### src/rtl/cavlc_bit_packer.sv
// Serial-to-word packer for the CAVLC bitstream: MSB-first packing, zero-pad on flush,
// and a small first-word-fall-through output FIFO drained with valid/ready.
module cavlc_bit_packer #(
    parameter int WORD_WIDTH = 8,
    parameter int FIFO_DEPTH = 4,
    parameter int CNT_WIDTH  = 16
) (
    input  logic                  clk,
    input  logic                  rst,
    input  logic                  i_bit_data,
    input  logic                  i_bit_push,
    input  logic                  i_flush,
    output logic                  o_flush_done,
    output logic [WORD_WIDTH-1:0] o_word_data,
    output logic                  o_word_valid,
    input  logic                  i_word_ready,
    output logic                  o_overflow,
    output logic [CNT_WIDTH-1:0]  o_bit_count
);
    localparam int FW = $clog2(WORD_WIDTH + 1);
    localparam int AW = $clog2(FIFO_DEPTH);
    localparam int CW = AW + 1;
    localparam logic [CW-1:0] DEPTH_C = CW'(FIFO_DEPTH);
    localparam logic [FW-1:0] WORD_C  = FW'(WORD_WIDTH);

    typedef enum logic {PACK, FLUSH_WAIT} state_t;

    state_t                r_state, w_state_n;
    logic [WORD_WIDTH-1:0] r_shift, w_shift_n, w_shift_p, w_enq_word;
    logic [FW-1:0]         r_fill, w_fill_n, w_fill_p;
    logic [WORD_WIDTH-1:0] r_mem [FIFO_DEPTH];
    logic [AW-1:0]         r_wptr, r_rptr;
    logic [CW-1:0]         r_count;
    logic                  r_done, r_ovf;
    logic [CNT_WIDTH-1:0]  r_bit_count;

    logic w_deq, w_can_enq, w_enq, w_done_n, w_ovf_set, w_bit_acc;

    assign w_deq     = (r_count != '0) && i_word_ready;
    // A full FIFO still takes a word when the head leaves on the same edge.
    assign w_can_enq = (r_count != DEPTH_C) || w_deq;

    always_comb begin
        w_shift_p = r_shift;
        for (int i = 0; i < WORD_WIDTH; i++) begin
            if (i_bit_push && ((WORD_WIDTH - 1 - i) == int'(r_fill)))
                w_shift_p[i] = i_bit_data;
        end
        w_fill_p = r_fill + FW'(i_bit_push);
    end

    always_comb begin
        w_state_n  = r_state;
        w_shift_n  = r_shift;
        w_fill_n   = r_fill;
        w_enq      = 1'b0;
        w_enq_word = r_shift;
        w_done_n   = 1'b0;
        w_ovf_set  = 1'b0;
        w_bit_acc  = 1'b0;
        case (r_state)
            PACK: begin
                w_bit_acc = i_bit_push;
                if (w_fill_p == WORD_C) begin
                    w_enq_word = w_shift_p;
                    w_shift_n  = '0;
                    w_fill_n   = '0;
                    w_enq      = w_can_enq;
                    w_ovf_set  = !w_can_enq;
                    w_done_n   = i_flush;
                end else if (i_flush) begin
                    if (w_fill_p == '0) begin
                        w_done_n = 1'b1;
                    end else begin
                        w_enq_word = w_shift_p;
                        if (w_can_enq) begin
                            w_enq     = 1'b1;
                            w_shift_n = '0;
                            w_fill_n  = '0;
                            w_done_n  = 1'b1;
                        end else begin
                            // Padded word is never dropped; hold it until space frees up.
                            w_state_n = FLUSH_WAIT;
                            w_shift_n = w_shift_p;
                            w_fill_n  = w_fill_p;
                        end
                    end
                end else begin
                    w_shift_n = w_shift_p;
                    w_fill_n  = w_fill_p;
                end
            end
            FLUSH_WAIT: begin
                w_ovf_set = i_bit_push;
                if (w_can_enq) begin
                    w_enq     = 1'b1;
                    w_shift_n = '0;
                    w_fill_n  = '0;
                    w_done_n  = 1'b1;
                    w_state_n = PACK;
                end
            end
            default: w_state_n = PACK;
        endcase
    end

    always_ff @(posedge clk or negedge rst) begin
        if (!rst) begin
            r_state     <= PACK;
            r_shift     <= '0;
            r_fill      <= '0;
            r_done      <= 1'b0;
            r_ovf       <= 1'b0;
            r_bit_count <= '0;
        end else begin
            r_state <= w_state_n;
            r_shift <= w_shift_n;
            r_fill  <= w_fill_n;
            r_done  <= w_done_n;
            if (w_ovf_set) r_ovf <= 1'b1;
            if (w_bit_acc && (r_bit_count != '1)) r_bit_count <= r_bit_count + 1'b1;
        end
    end

    always_ff @(posedge clk or negedge rst) begin
        if (!rst) begin
            for (int i = 0; i < FIFO_DEPTH; i++) r_mem[i] <= '0;
            r_wptr  <= '0;
            r_rptr  <= '0;
            r_count <= '0;
        end else begin
            if (w_enq) begin
                r_mem[r_wptr] <= w_enq_word;
                r_wptr        <= r_wptr + 1'b1;
            end
            if (w_deq) r_rptr <= r_rptr + 1'b1;
            case ({w_enq, w_deq})
                2'b10:   r_count <= r_count + 1'b1;
                2'b01:   r_count <= r_count - 1'b1;
                default: r_count <= r_count;
            endcase
        end
    end

    assign o_flush_done = r_done;
    assign o_word_data  = r_mem[r_rptr];
    assign o_word_valid = (r_count != '0);
    assign o_overflow   = r_ovf;
    assign o_bit_count  = r_bit_count;
endmodule

### config.mk
export PLATFORM = sky130hd
export DESIGN_NAME = cavlc_bit_packer
export DESIGN_NICKNAME = d
export VERILOG_FILES = /design/src/rtl/cavlc_bit_packer.sv
export SDC_FILE = /design/constraint.sdc
export NUM_CORES = 1
export LEC_CHECK = 0
export CAP_MARGIN = 15
export CORE_MARGIN = 4
export CORE_UTILIZATION = 60
export DETAILED_ROUTE_END_ITERATION = 10
export PLACE_DENSITY_LB_ADDON = 0.2
export SETUP_SLACK_MARGIN = 0.05
export SYNTH_ARGS = -nofsm -noshare
export SYNTH_HDL_FRONTEND = slang
export SYNTH_SLANG_ARGS = --single-unit
export TNS_END_PERCENT = 1
### constraint.sdc
create_clock -name clk -period 4.2 [get_ports clk]
set_clock_uncertainty 0.05 [all_clocks]
set_input_delay 0.84 -clock clk [delete_from_list [all_inputs] [get_ports clk]]
set_output_delay 0.84 -clock clk [all_outputs]
set_load 0.01 [all_outputs]
Figure 1. Routed metal per tile.
Drawn at 4 px/um. 17 x 17 tiles, from dark blue (low) to red (high), scaled to the fullest tile. Values are wire area over tile area, all layers added.
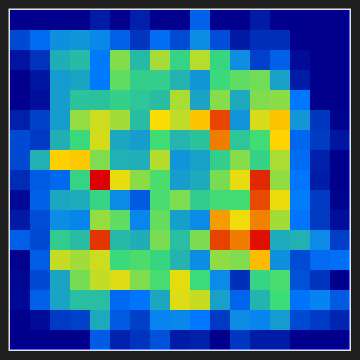
- emptiest ninth of the die: north-east
- densest ninth of the die: centre
- mean over tiles: 0.15
- fullest tile: 0.47
- tiles over half the peak: 25%
wire length per cell after detailed routing: 17.41 um
all-layer global routing usage: 21.11%

Figure 2. Signal wires on met2.
Drawn at 6 px/um.
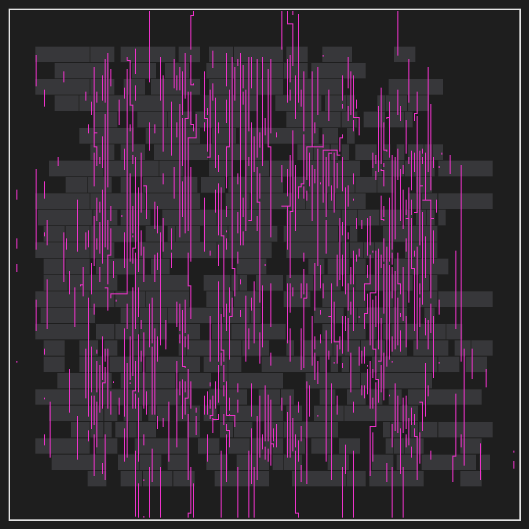
- longest straight run: 37.4 um
- nets with wire on the layer: 301
- share of all routed wire: 47%
- wire length on this layer: 3290 um
- main direction: vertical

==> design notes <==
Cells with a size suffix above 1 make up 22.19% of the layout. The end of the critical path is r_count[2]. The slowest stage of the critical path is the clkdlybuf4s50_1 cell.

The analysis reports a worst IR drop on VDD of 0.4529 mV. Per the OpenROAD floorplan log, the width of the die is 84.90 um. The registers of the reported paths see a clock transition of 80 ps. For this design, the CTS-stage hold fixing added 0 buffers. The number of stages on the worst setup path came out at 13. On the critical path the largest part of the delay comes from adder cells. For the final routed database, the setup TNS stands at 0 ps.

The post-synth count of flops with an enable pin is 0. The main logic family after synthesis was multiplexers. The start point of the critical path is i_bit_push. With the internal cell power at 1.559 mW, the mux cell area share after synthesis is 20.10%. The worst hold path belongs to the class reg -> reg. The count of clock buffers in the final design came out at 9. In this run the critical register-to-register path is captured at r_count[2].

The run gives 2 for the maximum buffer depth of the clock tree. Detailed placement reports a standard cell area of 3925 um^2. The pin count of the biggest net entering global routing is 44, and the number of maximum-capacitance constraint violations is 0. STA lists the startpoint of the worst hold path as r_shift[7]. Per STA, the highest per-stage delay on the worst path measures 420 ps. In this run the vertical extent of the chip is 84.90 um.

The synthesized netlist devotes 5.853% of its cell area to XOR and XNOR gates. After its last routability iteration, the placer logged a weighted congestion of 0.8830. Per the placement log, port buffering inserted 32 buffers.

The report lists the cells along the critical path as clkdlybuf4s50_1 > ha_1 > ha_1 > xnor2_2 > a21oi_1 > a21oi_2 > o21ai_1 > ha_1 > inv_1 > fa_1 > xor2_1 > nor2_1 > xor2_1. The power density of the placed cells came out at 606.9 nW/um^2. After layout, the worst path uses 84.97% of the clock period. The run gives 19.5% for the fraction of power consumed by the clock network. Ranked by total area, the top cell class in this layout is registers.

The endpoint of the worst hold path is reported as r_shift[7]. For flop-to-flop paths, the worst setup slack is 1030 ps. The first routing iteration left 134 violations. STA puts the critical path data required time at 4430 ps.

At the end of the flow, the number of nets in the layout was 339. After layout, the inverter instance count without clock inverters stands at 16. The pin closest to its max-slew limit shows a slew of 923.0 ps. Combinational cells account for 39.5% of the total power. The largest fanout on the critical path was 5. Counting only logic cells after layout, the most numerous master is dfrtp_1.

The cell resize tally after clock tree synthesis was 0; the post-layout instance area was 4098 um^2. Of all the cell area in the finished design, the clock network holds 4.214%. With the top achievable clock speed at 280.2 MHz, the shortest clock period the worst path allows after layout is 3569 ps. The number of sinks on the clock net was 70; the sequential share of cell area was 42.75%. The run gives 303 as the floorplan net count. Diode insertion count for antenna repair: 0. The run gives 5.915 for the number of vias per cell. The dominant power group in this design is registers. With the number of primary I/O pins at 33, the switching power as a share of total power is 37.30%. The post-synthesis instance area was 3548 um^2; the synthesized area per cell was 12.32 um^2. The synthesized design devotes to its leading area cell type 49.37% of total area. TritonCTS built the clock tree. For this run, the share of the core covered by cells in the final layout is 73.07%. Reported sequential group power: 1.02 mW. The power of the clock network is 0.485 mW. The adder-cell share of the synthesized area is 3.385%, and the first-pass detailed-route iteration total is 4. The synthesis report names the predominant flop master as dfrtp_1.

Setup repair after global routing left no endpoint under its margin. In the final report, the number of endpoints failing setup comes to 0. Most frequent cell on the critical path: ha_1. The flow ran to the end, and the final reports show no timing, DRC or antenna violations. From synthesis to final layout, the design area changed by 15.48%. By count the netlist is led by dfrtp_1, mux2_2, nand2_1, inv_1. The post-synth register bit count is 70. The endpoint class of the critical path is a flip-flop. For the CTS buffer count, the log shows 9. Summed over all layers, the global routing overflow is 0.

The final hold violation count is 0. During synthesis, Yosys emitted a total of 0 warnings. Once detail routing completed, the nets flagged for antenna violations numbered 0. The normalized max-slew margin is 38.47%, and the worst hold margin is 436.5 ps. Summing the areas of all compound-gate instances in the mapped netlist gives 8.674% of the synthesized area.

In this run, power in combinational logic comes to 0.982 mW. The final layout contains routed wiring with a total length of 6982 um. In the placement report, post-DP HPWL is listed as 4813 um.

The stage logs contain a warning count of 29. After floorplanning, the core was sized to cover 5608 um^2.
-- metrics by stage --
| stage | worst slack (ps) | power (mW) |
|---|---|---|
| final | 631.1 | 2.487 |
| after global routing | 463.6 | 2.643 |
| after CTS | 612.1 | 2.504 |
| after detailed placement | 245.0 | 2.021 |
| after global placement | 377.1 | 1.977 |
| after floorplan | 981.6 | 1.710 |
-- sequential cells by signal, summed over array words and instances (netlist names) --
register and cells:
r_wptr 2, o_overflow 1, r_rptr 2, r_count 3
o_bit_count 16, r_state 1, r_shift 8, o_flush_done 1
r_fill 4, r_mem 32
-- routing by layer --
metal	vias up	wire [um]	GRT usage, %
met5	-	0	0
met4	0	152	10.50
met3	15	312	4.466
met2	62	3288	31.32
met1	1184	3229	29.63
li1	1111	-	-
Power figures rest on the tool's default switching activity, not on a simulated workload.
